[config.mk]
export PLATFORM = sky130hd
export DESIGN_NAME = accum_seq
export DESIGN_NICKNAME = d
export VERILOG_FILES = /design/src/rtl/accum_pkg.sv /design/src/rtl/accum_alu.sv /design/src/rtl/accum_seq.sv
export SDC_FILE = /design/constraint.sdc
export NUM_CORES = 1
export LEC_CHECK = 0
export CORE_ASPECT_RATIO = 1.25
export CORE_UTILIZATION = 55
export CTS_BUF_LIST = sky130_fd_sc_hd__clkbuf_2 sky130_fd_sc_hd__clkbuf_4 sky130_fd_sc_hd__clkbuf_8
export CTS_CLUSTER_DIAMETER = 120
export CTS_CLUSTER_SIZE = 16
export DETAILED_ROUTE_END_ITERATION = 10
export PLACE_DENSITY_LB_ADDON = 0.08
export SYNTH_ARGS = -nofsm -noshare
export SYNTH_HDL_FRONTEND = slang
export SYNTH_SLANG_ARGS = --single-unit
[constraint.sdc]
create_clock -name clk -period 5.5 [get_ports clk]
set_input_delay 1.65 -clock clk [delete_from_list [all_inputs] [get_ports clk]]
set_output_delay 1.65 -clock clk [all_outputs]
set_load 0.005 [all_outputs]
[src/rtl/accum_pkg.sv]
// Shared types and constants for the burst accumulator.
// Latency: n/a (declarations only).
// Backpressure: n/a.
package accum_pkg;

  typedef enum logic [1:0] {
    IDLE = 2'd0,
    ACC  = 2'd1,
    DONE = 2'd2
  } state_t;

  // Per-beat operation select carried on in_sub.
  localparam logic OP_ADD = 1'b0;
  localparam logic OP_SUB = 1'b1;

endpackage

[src/rtl/accum_alu.sv]
// Unsigned add/subtract with carry/borrow detect and optional clamping.
// Latency: combinational.
// Backpressure: none; pure function of a, b and sub.
module accum_alu
  import accum_pkg::*;
#(
  parameter int WIDTH = 16,
  parameter int SAT   = 0
) (
  input  logic [WIDTH-1:0] a,
  input  logic [WIDTH-1:0] b,
  input  logic             sub,
  output logic [WIDTH-1:0] result,
  output logic             ovf
);

  logic [WIDTH:0] ext;

  // One extra bit captures carry on add and borrow (wraparound) on subtract.
  always_comb begin
    if (sub == OP_SUB) begin
      ext = {1'b0, a} - {1'b0, b};
    end else begin
      ext = {1'b0, a} + {1'b0, b};
    end
    ovf    = ext[WIDTH];
    result = ext[WIDTH-1:0];
    if ((SAT != 0) && ovf) begin
      result = (sub == OP_SUB) ? '0 : '1;
    end
  end

endmodule

[src/rtl/accum_seq.sv]
// Burst accumulator: sums len operands from a valid/ready stream, presents result.
// Latency: in_ready one cycle after start; out_valid one cycle after last beat.
// Backpressure: in_ready only in ACC; result held in DONE until out_ready.
module accum_seq
  import accum_pkg::*;
#(
  parameter int WIDTH = 16,
  parameter int CNT_W = 8,
  parameter int SAT   = 0
) (
  input  logic             clk,
  input  logic             rstn,
  input  logic             start,
  input  logic [CNT_W-1:0] len,
  input  logic             in_valid,
  output logic             in_ready,
  input  logic [WIDTH-1:0] in_data,
  input  logic             in_sub,
  output logic             out_valid,
  input  logic             out_ready,
  output logic [WIDTH-1:0] out_sum,
  output logic             out_ovf,
  output logic             busy
);

  state_t             state_q;
  logic [WIDTH-1:0]   acc_q;
  logic               ovf_q;
  logic [CNT_W-1:0]   cnt_q;
  logic [CNT_W-1:0]   len_q;
  logic               in_ready_q;
  logic               out_valid_q;
  logic               busy_q;

  logic [WIDTH-1:0]   acc_d;
  logic               alu_ovf;
  logic               ovf_d;
  logic [CNT_W-1:0]   cnt_d;
  logic               last_beat;

  accum_alu #(
    .WIDTH (WIDTH),
    .SAT   (SAT)
  ) u_alu (
    .a      (acc_q),
    .b      (in_data),
    .sub    (in_sub),
    .result (acc_d),
    .ovf    (alu_ovf)
  );

  // Next-state values for an accepted beat; len_q is never 0 while in ACC,
  // so len_q-1 cannot underflow and the counter stops short of wrapping.
  always_comb begin
    ovf_d     = ovf_q | alu_ovf;
    cnt_d     = cnt_q + CNT_W'(1);
    last_beat = (cnt_q == (len_q - CNT_W'(1)));
  end

  // Control FSM with datapath registers; handshake outputs are registered
  // alongside the state so no input reaches an output combinationally.
  always_ff @(posedge clk) begin
    if (!rstn) begin
      state_q     <= IDLE;
      acc_q       <= '0;
      ovf_q       <= 1'b0;
      cnt_q       <= '0;
      len_q       <= '0;
      in_ready_q  <= 1'b0;
      out_valid_q <= 1'b0;
      busy_q      <= 1'b0;
    end else begin
      case (state_q)
        IDLE: begin
          if (start) begin
            acc_q  <= '0;
            ovf_q  <= 1'b0;
            cnt_q  <= '0;
            len_q  <= len;
            busy_q <= 1'b1;
            if (len != '0) begin
              state_q    <= ACC;
              in_ready_q <= 1'b1;
            end else begin
              state_q     <= DONE;
              out_valid_q <= 1'b1;
            end
          end
        end
        ACC: begin
          if (in_valid) begin
            acc_q <= acc_d;
            ovf_q <= ovf_d;
            cnt_q <= cnt_d;
            if (last_beat) begin
              state_q     <= DONE;
              in_ready_q  <= 1'b0;
              out_valid_q <= 1'b1;
            end
          end
        end
        DONE: begin
          if (out_ready) begin
            state_q     <= IDLE;
            out_valid_q <= 1'b0;
            busy_q      <= 1'b0;
          end
        end
        default: begin
          state_q     <= IDLE;
          in_ready_q  <= 1'b0;
          out_valid_q <= 1'b0;
          busy_q      <= 1'b0;
        end
      endcase
    end
  end

  assign in_ready  = in_ready_q;
  assign out_valid = out_valid_q;
  assign out_sum   = acc_q;
  assign out_ovf   = ovf_q;
  assign busy      = busy_q;

endmodule

==> Changelog: implementation, run 1 <==
### Metrics

- Warnings, synthesis: 0
- Asr flop ratio synth: 0
- Pin count of the biggest net entering global routing: 39
- Share of layout cells above drive strength 1: 0.0496
- PwrDens: around 210 nW/um2
- Synthesized instance count: 354
- Final setup skew: 0.00388 ns
- Mapped Area: 2800 um2
- Sink Count: 38
- Drt pass-1 iters: 4
- Tot Pwr: 714 uW
- Worst r2r path cells: 8
- Slew headroom: 0.561
- Via-to-Cell Ratio: 5.79
- Leakage power: 1.32 nW
- Crit path depth: 13
- Worst-case clock buffer depth: 2
- Synth Register Bits: 38
- Worst Path Arrival: 4.87 ns
- Post-DR wirelength/cell: 14.2 um
- Crit-path max FO: 3
- Setup Fix Bufs, Post-CTS: 0
- Latency at later pin: 0.29 ns
- Area Growth Syn to Fin: 22.8%
- Final setup TNS: 0 ns
- Largest stage delay, worst path: 0.62 ns
- Largest delay share family, worst path: AND-OR/OR-AND gates
- First-pass GRT wire length: 11100 um
- Final antenna diode count: 0
- Worst VDD drop: 106 uV
- TritonCTS clock tree: done
- Max-slew violations: 0
- Final hold violations: 0
- RSZ-0062 raised after global routing: false
- Root Buffer: clkbuf_8
- Tool warnings: 26
- Flip-flops with a built-in enable: 0
- Library cells used by synthesis: 54
- Pre-Place Util: 0.582
- CP max-delay cell: o41ai_1
- Max Clock Freq: 213 MHz
- Hold depth: 2
- Avg Inst Size Synth: 7.90 um2
- MaxCap Viol Count: 0
- Initial antenna violation count: 0
- Fin crit period: 4.70 ns
- DRC: 0
- Number of hold buffers added after CTS: 0
- Total CTS buffers: 5
- CTS H-tree lvls: 2
- CP cell instances: clkdlybuf4s50_1, inv_1, ha_1, mux2_2, inv_1, ha_1, nor2b_1, o31a_1, o311a_1, o41ai_1, o21ai_1, xnor2_1, o22ai_1
- Final HPWL DP: 5120 um
- Final ANT Viol Nets: 0
- Worst Hold Class: register to register
- Least-Margin Pin Slew: about 0.65 ns
- Synth Seq Share: 0.272
- Kind of critical path: input port to register
- Nets at Floorplan: 404
- Top Layout Cells: clkdlybuf4s50_1 (49), nand2_1 (40), dfxtp_1 (38)
- Critical path required time: 5.67 ns
- # IOs: 50
- Status: finished, final reports clean
- Die area: 5370 um2
- GP Congestion: 0.852
- Initial drt markers: 128
- CTS clk-pin slew, worst paths: approximately 0.080 ns
- Yosys chip area: 2800 um2
- CP endpoint kind: register
- GR Overflow Total: 0
- Gr usage total: 0.270
- Crit start category: input port
- Top cell excl fill/tap: clkdlybuf4s50_1
- Final worst path period share: 0.854
- Setup-failing EPs final: 0
- Resize count post-CTS: 0
- Fin nets: 453
- Crit path buffers/inverters: 3
- Yosys cell count: 354
- Vias in the first global route: 2576
- Main synth FF type: dfxtp_1
-- run 1: sequential cells by signal, summed over array words and instances (netlist names) --
signal,count
busy,1
cnt_q,8
in_ready,1
len_q,8
out_ovf,1
out_sum,16
out_valid,1
state_q,2
-- run 1: through the flow --
stage	std cells	hold slack [ns]	area, um2	util	setup slack, ns
finish	463	0.492	3430	0.715	0.801
CTS	463	0.498	3430	0.715	0.780
global placement	456	0.471	3350	0.699	0.628
floorplan	354	0.455	2800	-	1.14
global route	463	0.517	3430	0.715	0.591
detailed placement	456	0.484	3350	0.699	0.480
-- run 1: where the power goes --
group | internal (mW) | switching, mW | total [mW]
registers | 0.289 | 0.0156 | 0.304
logic | 0.113 | 0.110 | 0.223
clock network | 0.0852 | 0.101 | 0.187
total | 0.487 | 0.227 | 0.714
-- run 1: final timing paths --
path | from | end | slack, ns
worst min-delay path | out_sum[4] | out_sum[4] | 0.49
worst max-delay path | in_data[0] | out_sum[15] | 0.80
worst min register to register | out_sum[4] | out_sum[4] | 0.49
worst max register to register | len_q[0] | state_q[0] | 2.87
-- run 1: cells in the mapped netlist, types with 6 or more instances --
cell type | number | share of area
inv_1 | 15 | 0.020
dfxtp_1 | 38 | 0.27
o21ai_0 | 14 | 0.025
nand2_1 | 40 | 0.054
and2_1 | 7 | 0.016
nor3_1 | 7 | 0.013
and3_1 | 6 | 0.013
nand3_1 | 13 | 0.023
xnor2_1 | 22 | 0.069
o21a_1 | 6 | 0.016
ha_1 | 19 | 0.085
clkbuf_1 | 12 | 0.016
nor2b_1 | 12 | 0.027
xor2_1 | 14 | 0.044
nand4_1 | 6 | 0.013
nor2_1 | 28 | 0.038
a21boi_0 | 9 | 0.024
a21oi_1 | 25 | 0.045
-- run 1: metal layers --
layer	share of wire	track usage	up-vias	routed length, um
met5	0	0	-	0
met4	0.025	0.150	0	165
met3	0.044	0.0417	14	288
met2	0.51	0.488	76	3330
met1	0.42	0.296	1223	2800
li1	-	-	1367	-
-- run 1: worst reg2reg max path, delay by kind of cell (launching register included) --
family                     cells  cell delay [ns]
adders and majority gates      1             0.23
DFF                            1             0.46
xor gates and xnor gates       1             0.16
AOI/OAI and AO/OA              1             0.33
buffers and inverters          1             0.08
and+or+nand+nor                4             1.28
-- run 1: cell type report --
class,instances,area [um2]
inverters,15,56.3
repair buffers,54,528
clock inverters,2,10.0
flip-flops and latches,38,761
fillers,400,1370
clock buffers,5,68.8
well taps,60,75.1
multi-input cells,289,1930
-- run 1: cells by family (layout without fill, tap and decap cells) --
| family | after synthesis | after routing | synth area share |
|---|---|---|---|
| and+or+nand+nor | 140 | 140 | 0.262 |
| AOI/OAI and AO/OA | 91 | 91 | 0.217 |
| DFF | 38 | 38 | 0.272 |
| xor gates and xnor gates | 36 | 36 | 0.113 |
| buffers and inverters | 27 | 76 | 0.0363 |
| adders and majority gates | 20 | 20 | 0.0922 |
| muxes | 2 | 2 | 0.00761 |
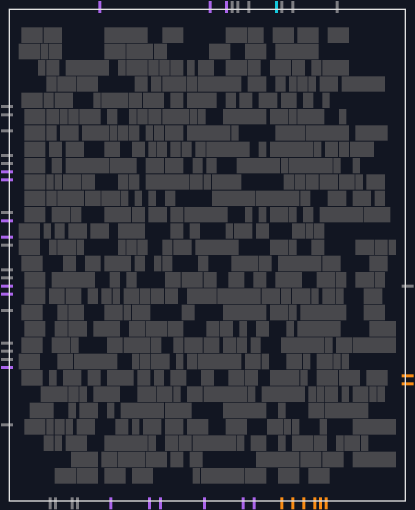
Fig. 1. Pin placement (run 1).
Scale: 6 px per um. Pins as bars across the die edge, other pins in gray.
Orange shows len, pins 8, direction input, edge 6 bottom, 2 right. Purple shows out_sum, pins 16, direction output, edge 7 left, 6 bottom, 3 top. Cyan shows start, pins 1, direction input, edge top.
Die W: 65.8 um
Vert. Die Dim: 81.7 um
port bufs: 49

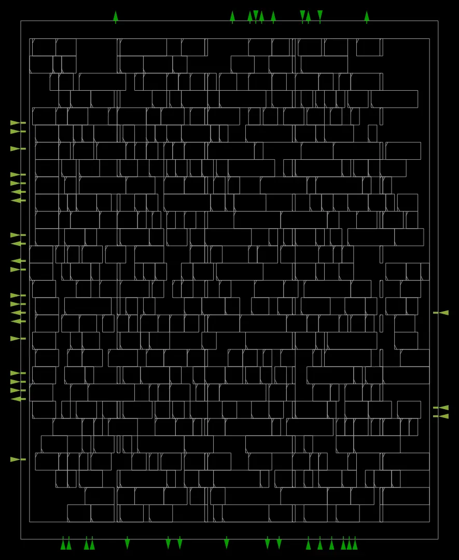
Fig. 2. Cell outlines without signal wires (run 1).
fin util: 0.715
Core Area: 4800 um2
Cell Rows: 28

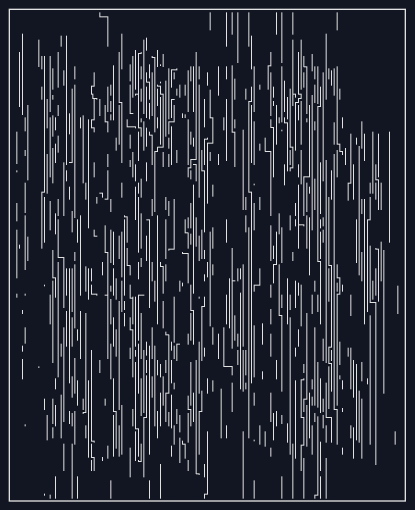
Fig. 3. Met2 routing (run 1).
Scale: 6 px per um.
The longest straight run is 42.5 um. The wires run mostly vertical. 374 nets have wire on it.
grt met2 use: 0.488
vias after detailed routing: 2680
Post-Route WL: 6580 um

==> run 2, diff against run 1 <==
--- a/config.mk
+++ b/config.mk
@@ -9,9 +9,10 @@
 export CORE_UTILIZATION = 55
 export CTS_BUF_LIST = sky130_fd_sc_hd__clkbuf_2 sky130_fd_sc_hd__clkbuf_4 sky130_fd_sc_hd__clkbuf_8
 export CTS_CLUSTER_DIAMETER = 120
-export CTS_CLUSTER_SIZE = 16
 export DETAILED_ROUTE_END_ITERATION = 10
 export PLACE_DENSITY_LB_ADDON = 0.08
+export SETUP_SLACK_MARGIN = 0.05
+export SLEW_MARGIN = 20
 export SYNTH_ARGS = -nofsm -noshare
 export SYNTH_HDL_FRONTEND = slang
 export SYNTH_SLANG_ARGS = --single-unit
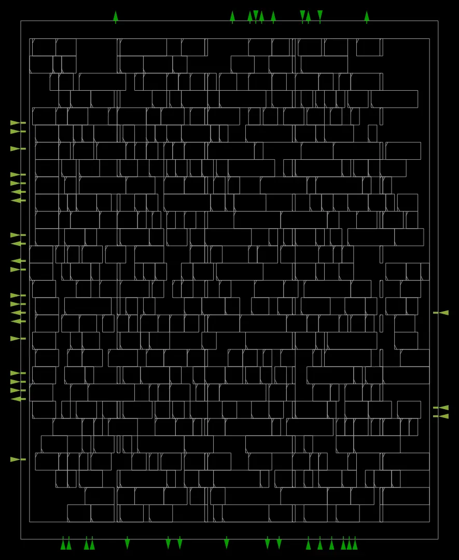
Fig. 4. Cell outlines without signal wires (run 2).
fin cells: 463
# Taps: 60
fill cell count: 400
register share of the cell area: 0.222
Seq cells: 38

==> run 2 against run 1 <==
Against the previous run:
- global-route usage stayed put
- combinational power hardly changed
- sequential power hardly changed
- die area stayed put
- first-iteration DRC count stayed put
- utilization stayed put
- sequential share of layout area stayed put
- critical path type unchanged
==> Changelog: implementation, run 2 <==
### Metrics

- Leakage power: 1.32 nW (unchanged)
- Nets at Floorplan: 404 (unchanged)
- Initial antenna violation count: 0 (unchanged)
- XORs/XNORs by Area: 0.113 (unchanged)
- Largest area contributor in the netlist: dfxtp_1
- Final setup skew: 0.00388 ns (unchanged)
- Synth Register Bits: 38 (unchanged)
- Main synth FF type: dfxtp_1
- Max Clock Freq: 213 MHz (unchanged)
- Synth top cell by count: nand2_1
- Gr usage total: 0.270 (unchanged)
- Status: finished, final reports clean
- GR Overflow Total: 0 (unchanged)
- Least-Margin Pin Slew: 0.650 ns (unchanged)
- Yosys chip area: 2800 um2 (unchanged)
- P_sw: 227 uW (unchanged)
- Mapped Area: 2800 um2 (unchanged)
- Max-slew violations: 0 (unchanged)
- Vert. Die Dim: 81.7 um (unchanged)
- Yosys cell count: 354 (unchanged)
- Top cells by area: dfxtp_1 (27%), ha_1 (8.5%), xnor2_1 (6.9%), nand2_1 (5.4%), a21oi_1 (4.5%)
- Final antenna diode count: 0 (unchanged)
- Port bufs: 49 (unchanged)
- Vias in the first global route: 2576 (unchanged)
- Setup Fix Bufs, Post-CTS: 0 (unchanged)
- Fin nets: 453 (unchanged)
- Synthesized instance count: 354 (unchanged)
- CP endpoint kind: register
- Fin util: 0.715 (unchanged)
- Critical path required time: 5.67 ns (about the same)
- Combinational power share: 0.313 (about the same)
- Synth Area in Simple Gates: 0.262 (unchanged)
- Via-to-Cell Ratio: 5.79 (unchanged)
- Flip-flops with a built-in enable: 0 (unchanged)
- Drt pass-1 iters: 4 (unchanged)
- Crit start category: input port
- Initial drt markers: 128 (unchanged)
- Post-Route WL: 6580 um (unchanged)
- Int Power: 487 uW (unchanged)
- Met1 GRT Util: 0.296 (unchanged)
- Sink Count: 38 (unchanged)
- Latency at later pin: 0.29 ns (about the same)
- Final worst path period share: 0.854 (unchanged)
- MaxCap Viol Count: 0 (unchanged)
- Avg Inst Size Synth: 7.90 um2 (unchanged)
- Top Layout Cells: clkdlybuf4s50_1 (49), nand2_1 (40), dfxtp_1 (38)
- Switching share of power: 0.318 (unchanged)
- Worst-case clock buffer depth: 2 (unchanged)
- TritonCTS clock tree: done
- Share of layout cells above drive strength 1: 0.0496 (unchanged)
- Crit-path max FO: 3 (unchanged)
- Top area contributor share: 0.272 (unchanged)
- Final ANT Viol Nets: 0 (unchanged)
- CTS H-tree lvls: 2 (unchanged)
- Grt met2 use: 0.488 (unchanged)
- Hold_ws: 0.492 ns (unchanged)
- Core Area: 4800 um2 (unchanged)
- Final setup TNS: 0 ns (unchanged)
- RSZ-0062 raised after global routing: false
- Warnings, synthesis: 0 (unchanged)
- Library cells used by synthesis: 54 (unchanged)
- Worst Hold Class: register to register
- Synth Seq Share: 0.272 (unchanged)
- GR peak layer: met2
- Die W: 65.8 um (unchanged)
- Share of total power in the clock network: 0.261 (about the same)
- # IOs: 50 (unchanged)
- Synth mux share: 0.00761 (unchanged)
- Pre-Place Util: 0.582 (unchanged)
- Ao+oa area frac: 0.217 (unchanged)
- Adder Share, Synth: 0.0922 (unchanged)
- Total CTS buffers: 5 (unchanged)
- Top cell excl fill/tap: clkdlybuf4s50_1
- Logic area: 1930 um2 (unchanged)
- CTS clk-pin slew, worst paths: 0.08 ns (about the same)
- Post-DR wirelength/cell: 14.2 um (unchanged)
- Slew headroom: 0.561 (unchanged)
- DRC: 0 (unchanged)
- Dominant comb cell: simple AND/OR/NAND/NOR gates
- Number of hold buffers added after CTS: 0 (unchanged)
- Flop pwr share: 0.426 (about the same)
- Area Growth Syn to Fin: 22.8% (unchanged)
- Final HPWL DP: 5120 um (unchanged)
- Fin crit period: 4.70 ns (unchanged)
- Final hold violations: 0 (unchanged)
- Kind of critical path: input port to register
- Root Buffer: clkbuf_8
- Die area: 5370 um2 (unchanged)
- Setup-failing EPs final: 0 (unchanged)
- First-pass GRT wire length: 11100 um (unchanged)
- Vias after detailed routing: 2680 (unchanged)
- Resize count post-CTS: 0 (unchanged)
- Met3 usage: 0.0417 (unchanged)
- GP Congestion: 0.852 (unchanged)
- Asr flop ratio synth: 0 (unchanged)
- Pin count of the biggest net entering global routing: 39 (unchanged)
- Worst Path Arrival: 4.87 ns (about the same)
- Cell Rows: 28 (unchanged)
[run 2: cell counts in the layout (fill, tap and decap cells not counted)]
Identical to the previous run, type by type.
[run 2: area by class of cell]
class	count	area share
well taps	60	0.0219
flip-flops and latches	38	0.222
inverters	15	0.0164
clock buffers	5	0.0201
multi-input cells	289	0.563
repair buffers	54	0.154
clock inverters	2	0.00292
[run 2: per-layer routing]
layer  wire (um)  up-vias
met5           0        -
li1            -     1367
met4         165        0
met3         288       14
met2        3330       76
met1        2800     1223
[run 2: kinds of logic after synthesis]
group,after synthesis
compound gates,91
xor+xnor,36
fa+ha+maj,20
buf+inv,27
flops,38
mux,2
simple gates,140
[run 2: final timing paths]
check / startpoint / endpoint / slack (ns) / cells after the start
setup / recovery: in_data[0] / out_sum[15] / 0.80 / 13
hold / removal: out_sum[4] / out_sum[4] / 0.49 / 2
setup reg to reg: len_q[0] / state_q[0] / 2.87 / 8
hold reg to reg: out_sum[4] / out_sum[4] / 0.49 / 2
[run 2: critical path, cell delays in order]
cell and delay [ns]:
clkdlybuf4s50_1 0.50, inv_1 0.07, ha_1 0.28, mux2_2 0.29, inv_1 0.07, ha_1 0.21
nor2b_1 0.14, o31a_1 0.27, o311a_1 0.33, o41ai_1 0.62, o21ai_1 0.18, xnor2_1 0.16
o22ai_1 0.09
[run 2: through the flow]
step	instances	setup slack [ns]	power [mW]	cell area, um2
2_1_floorplan	354	1.14	0.456	2800
3_3_place_gp	456	0.628	0.528	3350
3_5_place_dp	456	0.480	0.533	3350
4_1_cts	463	0.780	0.718	3430
5_1_grt	463	0.591	0.759	3430
6_report	463	0.801	0.714	3430
[run 2: power groups by stage]
stage               Sequential [mW]  Combinational [mW]  Clock [mW]
floorplan                     0.307               0.149           0
global placement              0.310               0.218           0
detailed placement            0.310               0.222           0
CTS                           0.304               0.223       0.191
global route                  0.306               0.249       0.203
finish                        0.304               0.223       0.187
No activity file was given, so power comes from the tool's default toggle rates.
